File: config.mk
export PLATFORM = sky130hd
export DESIGN_NAME = serial_alu_seq_flat
export DESIGN_NICKNAME = d
export VERILOG_FILES = /design/src/rtl/serial_alu_seq_if.sv /design/src/rtl/serial_alu_seq.sv /design/src/flat_wrapper.sv
export SDC_FILE = /design/constraint.sdc
export NUM_CORES = 1
export LEC_CHECK = 0
export ABC_CLOCK_PERIOD_IN_PS = 2800
export CORE_MARGIN = 4
export CORE_UTILIZATION = 35
export CTS_CLUSTER_SIZE = 12
export DETAILED_ROUTE_END_ITERATION = 10
export GPL_TIMING_DRIVEN = 0
export SLEW_MARGIN = 20
export SYNTH_ARGS = -nofsm -noshare
export SYNTH_HDL_FRONTEND = slang
export SYNTH_SLANG_ARGS = --single-unit
File: constraint.sdc
create_clock -name clk -period 2.8 [get_ports clk]
set_input_delay 0.56 -clock clk [delete_from_list [all_inputs] [get_ports clk]]
set_output_delay 0.56 -clock clk [all_outputs]
set_load 0.05 [all_outputs]
File: src/rtl/serial_alu_seq_if.sv
// Operand/opcode request and result/flag bundle for serial_alu_seq.
interface serial_alu_seq_if #(
  parameter int unsigned WIDTH = 32
);
  logic             start;
  logic [WIDTH-1:0] a;
  logic [WIDTH-1:0] b;
  logic [3:0]       alu_op;
  logic             busy;
  logic             done;
  logic [WIDTH-1:0] result;
  logic             carry_out;
  logic             overflow;
  logic             zero;

  modport master (
    output start, a, b, alu_op,
    input  busy, done, result, carry_out, overflow, zero
  );

  modport slave (
    input  start, a, b, alu_op,
    output busy, done, result, carry_out, overflow, zero
  );
endinterface

File: src/rtl/serial_alu_seq.sv
// Bit-serial ALU: one WIDTH-bit op through a 1-bit slice, LSB first, one bit per clock.
// Optional SERIAL_ALU_SLT_EN turns opcode 0111 into set-less-than.
module serial_alu_seq #(
  parameter int unsigned WIDTH = 32
) (
  input  logic            clk,
  input  logic            rst_n,
  serial_alu_seq_if.slave bus
);
  localparam int unsigned CW = (WIDTH > 1) ? $clog2(WIDTH) : 1;

  typedef enum logic [1:0] {ST_IDLE, ST_RUN, ST_DONE} state_t;

  state_t           state, state_nxt;
  logic [WIDTH-1:0] a_sh, b_sh, result_q;
  logic [WIDTH-2:0] res_sh;
  logic [3:0]       op;
  logic             ci;
  logic [CW-1:0]    cnt;
  logic             cout_q, ovf_q;

  logic             last_bit, is_add, ma, mb, bit_s, cnxt, ovf_w;
  logic [WIDTH-1:0] res_full;

  assign last_bit = (cnt == CW'(WIDTH - 1));
  assign is_add   = op[1];

  // One-bit slice; logic ops leave the carry flop untouched
  always_comb begin
    ma    = op[3] ? ~a_sh[0] : a_sh[0];
    mb    = op[2] ? ~b_sh[0] : b_sh[0];
    bit_s = 1'b0;
    cnxt  = ci;
    if (is_add) begin
      bit_s = ma ^ mb ^ ci;
      cnxt  = (ma & mb) | (ma & ci) | (mb & ci);
    end else begin
      bit_s = op[0] ? (ma | mb) : (ma & mb);
    end
  end

  // Final bit enters at the MSB, so on the last edge res_full is the aligned word
  assign res_full = {bit_s, res_sh};
  assign ovf_w    = ci ^ cnxt;

  always_ff @(posedge clk or negedge rst_n) begin
    if (!rst_n) state <= ST_IDLE;
    else        state <= state_nxt;
  end

  always_comb begin
    state_nxt = state;
    case (state)
      ST_IDLE: if (bus.start) state_nxt = ST_RUN;
      ST_RUN:  if (last_bit)  state_nxt = ST_DONE;
      ST_DONE: state_nxt = ST_IDLE;
      default: state_nxt = ST_IDLE;
    endcase
  end

  always_ff @(posedge clk or negedge rst_n) begin
    if (!rst_n) begin
      a_sh     <= '0;
      b_sh     <= '0;
      res_sh   <= '0;
      op       <= '0;
      ci       <= 1'b0;
      cnt      <= '0;
      result_q <= '0;
      cout_q   <= 1'b0;
      ovf_q    <= 1'b0;
    end else begin
      case (state)
        ST_IDLE: begin
          if (bus.start) begin
            a_sh   <= bus.a;
            b_sh   <= bus.b;
            op     <= bus.alu_op;
            ci     <= bus.alu_op[1] & bus.alu_op[2];
            cnt    <= '0;
            res_sh <= '0;
          end
        end
        ST_RUN: begin
          a_sh   <= a_sh >> 1;
          b_sh   <= b_sh >> 1;
          res_sh <= res_full[WIDTH-1:1];
          ci     <= cnxt;
          cnt    <= cnt + 1'b1;
          if (last_bit) begin
            cnt <= '0;
`ifdef SERIAL_ALU_SLT_EN
            if (op == 4'b0111) begin
              result_q <= {{(WIDTH-1){1'b0}}, bit_s ^ ovf_w};
              cout_q   <= 1'b0;
              ovf_q    <= 1'b0;
            end else
`endif
            begin
              result_q <= res_full;
              cout_q   <= is_add & cnxt;
              ovf_q    <= is_add & ovf_w;
            end
          end
        end
        default: ;
      endcase
    end
  end

  assign bus.busy      = (state == ST_RUN);
  assign bus.done      = (state == ST_DONE);
  assign bus.result    = result_q;
  assign bus.carry_out = cout_q;
  assign bus.overflow  = ovf_q;
  assign bus.zero      = (result_q == '0);
endmodule

File: src/flat_wrapper.sv
// flat-port wrapper written by rule: the top's interface ports become plain ports
module serial_alu_seq_flat 
#(
  parameter int unsigned WIDTH = 32
)
  (clk, rst_n, bus_start, bus_a, bus_b, bus_alu_op, bus_busy, bus_done, bus_result, bus_carry_out, bus_overflow, bus_zero);
  serial_alu_seq_if #(.WIDTH(WIDTH)) bus_i ();
  input  logic clk;
  input  logic rst_n;
  input wire logic [$bits(bus_i.start)-1:0] bus_start;
  input wire logic [$bits(bus_i.a)-1:0] bus_a;
  input wire logic [$bits(bus_i.b)-1:0] bus_b;
  input wire logic [$bits(bus_i.alu_op)-1:0] bus_alu_op;
  output wire logic [$bits(bus_i.busy)-1:0] bus_busy;
  output wire logic [$bits(bus_i.done)-1:0] bus_done;
  output wire logic [$bits(bus_i.result)-1:0] bus_result;
  output wire logic [$bits(bus_i.carry_out)-1:0] bus_carry_out;
  output wire logic [$bits(bus_i.overflow)-1:0] bus_overflow;
  output wire logic [$bits(bus_i.zero)-1:0] bus_zero;
  assign bus_i.start = bus_start;
  assign bus_i.a = bus_a;
  assign bus_i.b = bus_b;
  assign bus_i.alu_op = bus_alu_op;
  assign bus_busy = bus_i.busy;
  assign bus_done = bus_i.done;
  assign bus_result = bus_i.result;
  assign bus_carry_out = bus_i.carry_out;
  assign bus_overflow = bus_i.overflow;
  assign bus_zero = bus_i.zero;
  serial_alu_seq #(.WIDTH(WIDTH)) u_core (.clk(clk), .rst_n(rst_n), .bus(bus_i));
endmodule
run_1/cell_classes.png
Fill, decap, tap and diode cells in grey.
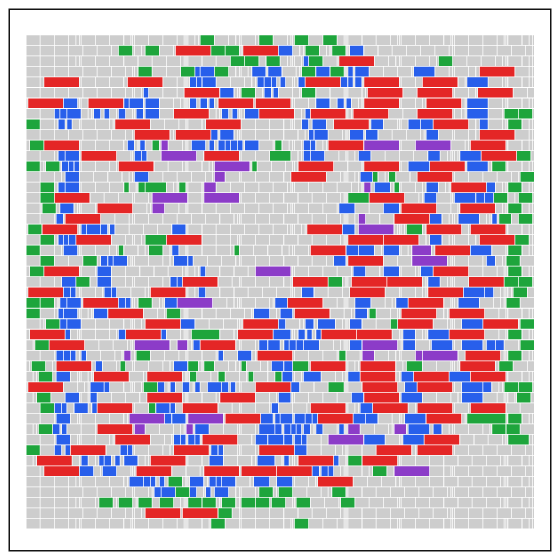
class	colour	cells	share of their area
other buffers and delay cells	green	140	17%
flip-flops	red	141	46%
clock drivers and dummy loads	purple	32	6.9%
all other logic	blue	312	30%
final core utilization: 47.5%
Final Cell Area: 0.00799 mm2
sequential share of cell area: 44.2%

run_1/wire_density.png
28 x 28 tiles, from dark blue (low) to red (high), scaled to the fullest tile. Values are wire area over tile area, all layers added.
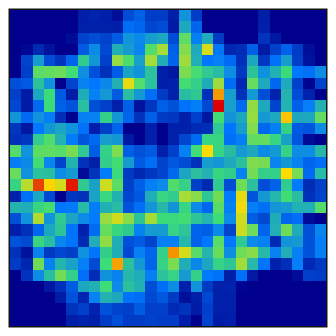
tiles over half the peak	12%
nearly empty tiles	15%
mean over tiles	0.11
fullest tile	0.43
drt wl/cell: 15.7 um
total wire length: 13200 um
Global Route Usage Sum: 14.3%
via count: 4187

==> out/results.ini, run 1 <==
[outcome]
outcome = complete, no violations

[pwr]
p_int_mw = 5.31
p_leak_nw = 3.88
largestPowerGroup = sequential cells
combinationalPower_mw = 2.90

[logic_synthesis]
muxShareOfSynthArea_pct = 18.4
yosysCellCount = 485
yosysTopAreaCellShare_pct = 58.1
ff_type = dfrtp_1
netlist-cell-type-count = 34
ys_warn_count = 0
synth.top_cells.by_count = dfrtp_1, nand2_1, mux2i_1
edf_count = 0
ys_sh_simple_pct = 6.84
postSynthAreaPerCell_um2 = 12.5
yosys.area.top_type = dfrtp_1

[timing]
fin_worst_skew_ps = 4.47
hold_viol = 0
final.setup.worst_slack_ps = 113
min_period_ps = 2690
finalClockPeriodUsage_pct = 96.0
worst_pin_slew_ps = 623

[worst_setup_path]
slowest_stage = clkdlybuf4s15_1
slowest_delay_ps = 530
start_kind = flip-flop
setup.worst_path.class = reg -> out
regToRegEndpoint = u_core.bus.result[15]$_DFFE_PN0P_
rr_worst_depth = 6
cp_data_arrival_time_ps = 2130
path_cells = nand2b_1 -> buf_6 -> inv_6 -> buf_12 -> buf_2 -> clkdlybuf4s15_1
cp.required_ps = 2240

[cts]
cts_post_setup_buffers_inserted = 0
cts.htree.levels = 4
clock_latency_ps = 410
clkSinkCount = 141
cts.path.max_buffers = 2
cts_buffers = 17

[detailed_routing]
drt_pass1_iterations = 4

[finish]
area_delta_synth_final_pct = 31.5
drive_gt1_share_pct = 15.5

[placement]
gp_congestion = 0.832
dp_hpwl_um = 9620

[floorplanning]
initCoreUtil_pct = 36.1

[hold_path]
hold_path_class = in -> async

run_1/pdn.png
Bar = 50 um. Pins as bars on the die edge. Tap cells in grey.
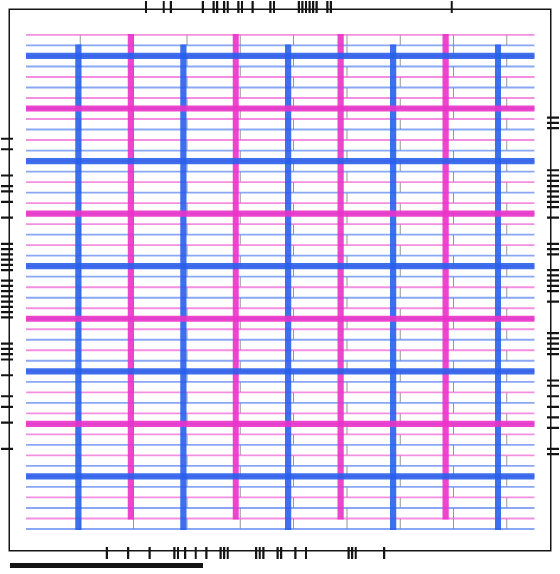
net	colour
VDD	magenta
VSS	blue
tap cells	220
rows	47
Die Ht: 140 um
Die Span X: 140 um
CORE AREA: 0.0168 mm2
Max VDD drop: 0.919 mV

run_1/final_placement.png
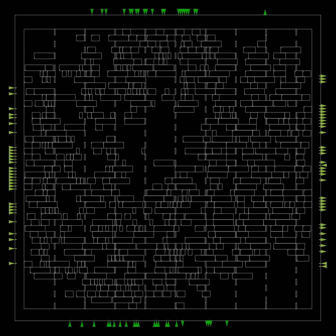
Fill cells: 1534
fin cells: 845
Row Count: 47
Flops: 141

[run 1: state kept, by name (all words and copies together) (netlist names), named ones only]
| name | count |
|---|---|
| u_core.res_sh | 31 |
| u_core.bus.overflow | 1 |
| u_core.bus.result | 32 |
| u_core.state | 2 |
| u_core.op | 4 |
| u_core.b_sh | 32 |
| u_core.a_sh | 32 |
| u_core.bus.carry_out | 1 |
| u_core.cnt | 5 |
[run 1: cells in the final DEF, fill, tap and decap left out, types with 2 or more instances in the layout]
cell type,synthesis,layout
clkbuf_1,9,9
clkinv_4,0,4
clkdlybuf4s50_1,0,104
buf_4,2,2
and3_1,2,2
nor4_1,8,8
mux2i_1,62,62
buf_6,4,4
nand2_1,68,68
xnor2_1,3,3
nand4_1,2,2
dfrtp_1,141,141
mux2_4,24,24
o21ai_0,32,32
ha_1,3,3
mux2_2,12,12
clkbuf_16,0,17
o21ai_1,38,38
clkinvlp_4,0,3
buf_8,4,5
nand3_1,2,2
a22o_1,36,36
nor3_1,2,2
inv_6,1,2
clkinv_2,0,6
nor2_1,6,6
buf_2,12,12
[run 1: area by class of cell]
cell class | instances | share of cell area [%]
buffer | 32 | 2.93
multi-input combinational | 310 | 28.8
timing repair buffer | 108 | 13.8
clock buffer | 18 | 5.50
tap | 220 | 3.45
clock inverter | 14 | 1.21
inverter | 2 | 0.157
sequential | 141 | 44.2
[run 1: routing by layer]
| layer | vias to the layer above | share of wire [%] | GRT usage [%] |
|---|---|---|---|
| met2 | 101 | 48 | 21.9 |
| met3 | 13 | 5.8 | 4.46 |
| met4 | 0 | 1.2 | 4.74 |
| met1 | 2075 | 46 | 19.3 |
| met5 | - | 0 | 0 |
| li1 | 1998 | - | - |
--- run 2 (diff from run 1) ---
--- a/config.mk
+++ b/config.mk
@@ -6,11 +6,13 @@
 export NUM_CORES = 1
 export LEC_CHECK = 0
 export ABC_CLOCK_PERIOD_IN_PS = 2800
+export CAP_MARGIN = 20
 export CORE_MARGIN = 4
 export CORE_UTILIZATION = 35
 export CTS_CLUSTER_SIZE = 12
 export DETAILED_ROUTE_END_ITERATION = 10
 export GPL_TIMING_DRIVEN = 0
+export SKIP_LAST_GASP = 1
 export SLEW_MARGIN = 20
 export SYNTH_ARGS = -nofsm -noshare
 export SYNTH_HDL_FRONTEND = slang
run_2/wire_density.png
28 x 28 tiles, from dark blue (low) to red (high), scaled to the fullest tile. Values are wire area over tile area, all layers added.
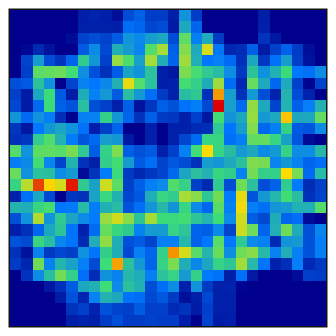
fullest tile	0.43
mean over tiles	0.11
tiles over half the peak	12%

run_2/cell_classes.png
Fill, decap, tap and diode cells in grey.
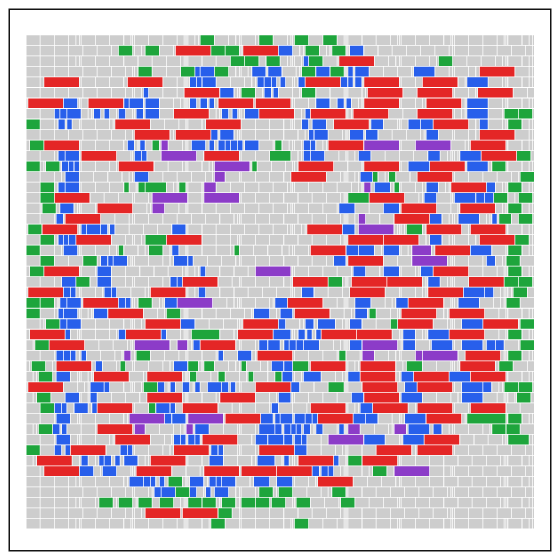
class	colour	cells	share of their area
flip-flops	red	141	46%
all other logic	blue	312	30%
clock drivers and dummy loads	purple	32	6.9%
other buffers and delay cells	green	140	17%

==> run 2 against run 1 <==
Compared with the run above:
- register-to-register slack about the same
- non-clock buffer count unchanged
- cell count unchanged
- worst setup slack did not move
- critical endpoint unchanged
==> out/results.ini, run 2 <==
[finish]
fin_area_mm2 = 0.00799
num-clock-buffers = 18
largest_class = registers
finalNonFillerCells = 845
area_delta_synth_final_pct = 31.5
drive_gt1_share_pct = 15.5
num-multi-input-gates = 310
buffers_excl_clock = 140
design.seq.count = 141
clk_share_pct = 6.71
final_util_pct = 47.5
nFillCells = 1534
bufAreaShareNonClock_pct = 16.7

[cts]
cts_buffers = 17
cts.htree.levels = 4
cts.path.max_buffers = 2
clkSinkCount = 141

[worst_setup_path]
start_kind = flip-flop
slowest_delay_ps = 530
cp.required_ps = 2240
rr_worst_depth = 6
cp_data_arrival_time_ps = 2130
setup.worst_path.class = reg -> out

[floorplanning]
initCoreUtil_pct = 36.1
die_h_um = 140
die_w_um = 140
core_mm2 = 0.0168
row_count = 47

[detailed_routing]
drt-total-wl_um = 13200
drt_pass1_iterations = 4
routed.top_layer = met4
num_vias = 4187

[outcome]
outcome = complete, no violations

[grt]
gr-usage-met2_pct = 21.9
busiest_layer = met2
grt_use_met3_pct = 4.46

[logic_synthesis]
postSynthAreaPerCell_um2 = 12.5
yosysTopAreaCellShare_pct = 58.1
synth.top_cells.by_count = dfrtp_1, nand2_1, mux2i_1
netlist-cell-type-count = 34
ff_type = dfrtp_1

[timing]
worst_pin_slew_ps = 623
fin_worst_skew_ps = 4.47
final.setup.worst_slack_ps = 113
min_period_ps = 2690
hold_viol = 0

[hold_path]
hold_path_class = in -> async

[pwr]
irDropWorstVdd_mv = 0.919
p_leak_nw = 3.88

[placement]
dp_hpwl_um = 9620

-- run 2: cell counts after synthesis --
Identical to the previous run, type by type.
-- run 2: critical path: cells and delay by family, from the launching register on --
family,cells,cell delay (ps)
AND/OR/NAND/NOR,1,160
flip-flops,1,410
buffers and inverters,5,1140
-- run 2: report_power, final --
group	internal, mW	total (mW)	switching (mW)
Clock	1.15	2.03	0.876
Combinational	1.34	2.90	1.56
Sequential	2.82	3.34	0.521
Total	5.31	8.27	2.96
-- run 2: worst paths after layout --
kind / endpoint / slack, ps / startpoint
hold reg to reg: u_core.a_sh[7]$_DFFE_PN0P_ / 480 / u_core.a_sh[7]$_DFFE_PN0P_
hold / removal: u_core.bus.result[26]$_DFFE_PN0P_ / 80 / rst_n
setup / recovery: bus_busy / 110 / u_core.state[1]$_DFFE_PN0P_
setup reg to reg: u_core.bus.result[15]$_DFFE_PN0P_ / 930 / u_core.cnt[0]$_DFFE_PN0P_
min in group clk: u_core.a_sh[7]$_DFFE_PN0P_ / 480 / u_core.a_sh[7]$_DFFE_PN0P_
max in group asynchronous: u_core.b_sh[4]$_DFFE_PN0P_ / 1990 / rst_n
-- run 2: cells by family after synthesis --
family,Yosys count,share of synthesized area [%]
fa+ha+maj,3,0.618
mux,98,18.4
simple gates,95,6.84
compound gates,110,11.4
xor+xnor,4,0.577
flops,141,58.1
buf+inv,34,4.06
-- run 2: repair_timing --
| item | 4_1_cts | 5_1_grt |
|---|---|---|
| resized | 2 | 1 |
| setup buffers | 0 | 0 |
| endpoints found under the setup margin | 2 | 1 |
| gates cloned | 0 | 0 |
| pin swaps | 0 | 0 |
| hold endpoints to repair | 0 | 0 |
run_2/final_placement.png
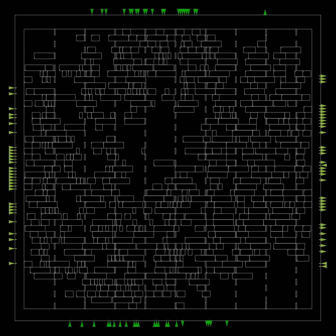

--- run 3 (diff from run 2) ---
==> constraint.sdc (replaced) <==
create_clock -name clk -period 2.8 [get_ports clk]
set_input_delay 0.84 -clock clk [delete_from_list [all_inputs] [get_ports clk]]
set_output_delay 0.84 -clock clk [all_outputs]
set_load 0.05 [all_outputs]
run_3/final_placement.png
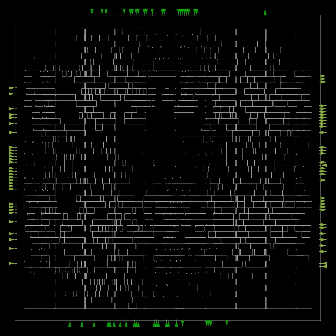
final core utilization: 47.6%
sequential share of cell area: 44.1%
Tap Count: 220

==> run 3 against run 2 <==
Compared with the run above:
- cell count stayed put
- largest cell class unchanged
- maximum frequency shrank 1.2%
- count of clock-buffer cells in the layout unchanged
- first-iteration DRC count up 4.5%
- area after synthesis unchanged
- global-route usage about the same
- clock skew barely moved
- via count is essentially flat
- largest power group unchanged
==> out/results.ini, run 3 <==
[grt]
track_usage_pct = 14.3
met1_usage_pct = 19.3

[detailed_routing]
drt-total-wl_um = 13300
dr_wl_met3_um = 754
drt_pass1_iterations = 4
drt-met1-wl_um = 6040

[worst_setup_path]
cp.required_ps = 1960
regToRegEndpoint = u_core.bus.result[15]$_DFFE_PN0P_
start_kind = flip-flop
cp_data_arrival_time_ps = 1880
path_delay_family = buffers and inverters
rr_worst_depth = 6
crit_buf_inv = 5

[outcome]
outcome = complete, no violations

[logic_synthesis]
ys_sh_simple_pct = 6.84
netlist-cell-type-count = 34
edf_count = 0
ys_sh_xor_pct = 0.577
postSynthAreaPerCell_um2 = 12.5
yosysTopAreaCellShare_pct = 58.1
muxShareOfSynthArea_pct = 18.4
ys_sh_aoi_pct = 11.4
logic_family = multiplexers
ff_type = dfrtp_1
ys_warn_count = 0

[cts]
clkSinkCount = 141
cts_buffers = 17

[timing]
finalClockPeriodUsage_pct = 97.1
fin_worst_skew_ps = 4.47

[floorplanning]
die_w_um = 140
die_h_um = 140
core_mm2 = 0.0168

[finish]
nFillCells = 1533
finalNonFillerCells = 845

[pwr]
irDropWorstVdd_mv = 0.999

run_3/cell_classes.png
Fill, decap, tap and diode cells in grey.
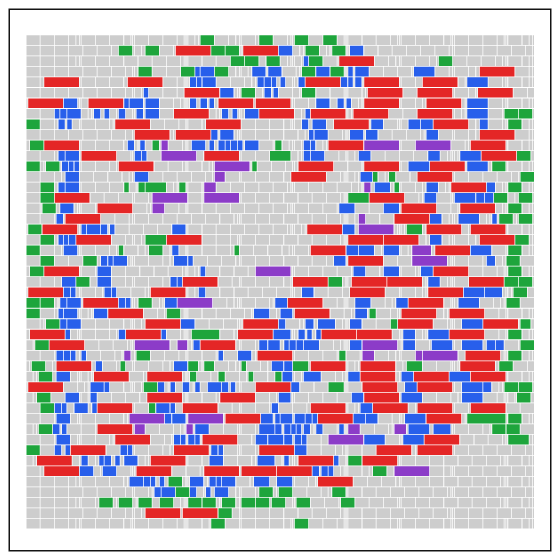
class	colour	cells	share of their area
other buffers and delay cells	green	140	17%
flip-flops	red	141	46%
all other logic	blue	312	30%
clock drivers and dummy loads	purple	32	6.9%
Final Cell Area: 0.00800 mm2

==> run 3: cell counts after synthesis <==
Identical to the previous run, type by type.
==> run 3: worst max-delay path by stage <==
stage	cells past startpoint	end	from	slack, ps
3_3_place_gp	1	u_core.b_sh[8]$_DFFE_PN0P_	rst_n	-4680
4_1_cts	6	bus_busy	u_core.state[1]$_DFFE_PN0P_	40
3_5_place_dp	6	bus_busy	u_core.state[1]$_DFFE_PN0P_	-40
5_1_grt	6	bus_busy	u_core.state[1]$_DFFE_PN0P_	-10
6_report	6	bus_busy	u_core.state[1]$_DFFE_PN0P_	80
2_1_floorplan	3	bus_zero	u_core.bus.result[24]$_DFFE_PN0P_	300
==> run 3: power by group <==
group / switching [mW] / internal, mW
combinational: 1.56 / 1.37
sequential: 0.526 / 2.82
clock: 0.878 / 1.15
total: 2.96 / 5.34
==> run 3: kinds of logic after synthesis <==
logic type / after synthesis
simple gates: 95
mux: 98
flops: 141
buf+inv: 34
fa+ha+maj: 3
xor+xnor: 4
compound gates: 110
==> run 3: area by class of cell <==
class	count	area [um2]	share of cell area, %
sequential	141	3530	44.1
multi-input combinational	310	2310	28.9
timing repair buffer	108	1100	13.8
clock buffer	18	439	5.49
tap	220	275	3.44
buffer	32	234	2.93
clock inverter	14	96.3	1.20
inverter	2	12.5	0.156
==> run 3: repair_timing <==
action / in CTS / in global routing
setup buffers: 0 / 0
hold buffers: 0 / 0
endpoints found under the setup margin: 2 / 2
gates resized: 9 / 3
pin swaps: 0 / 0
==> run 3: through the flow <==
stage,area (um2),setup WS [ps],util [%]
finish,8000,81.0,47.6
global route,8000,-12.8,47.6
CTS,7990,35.6,47.5
detailed placement,7450,-41.6,44.3
global placement,7420,-4680,44.1
floorplan,6070,299,-
Power and IR drop assume default switching activity.
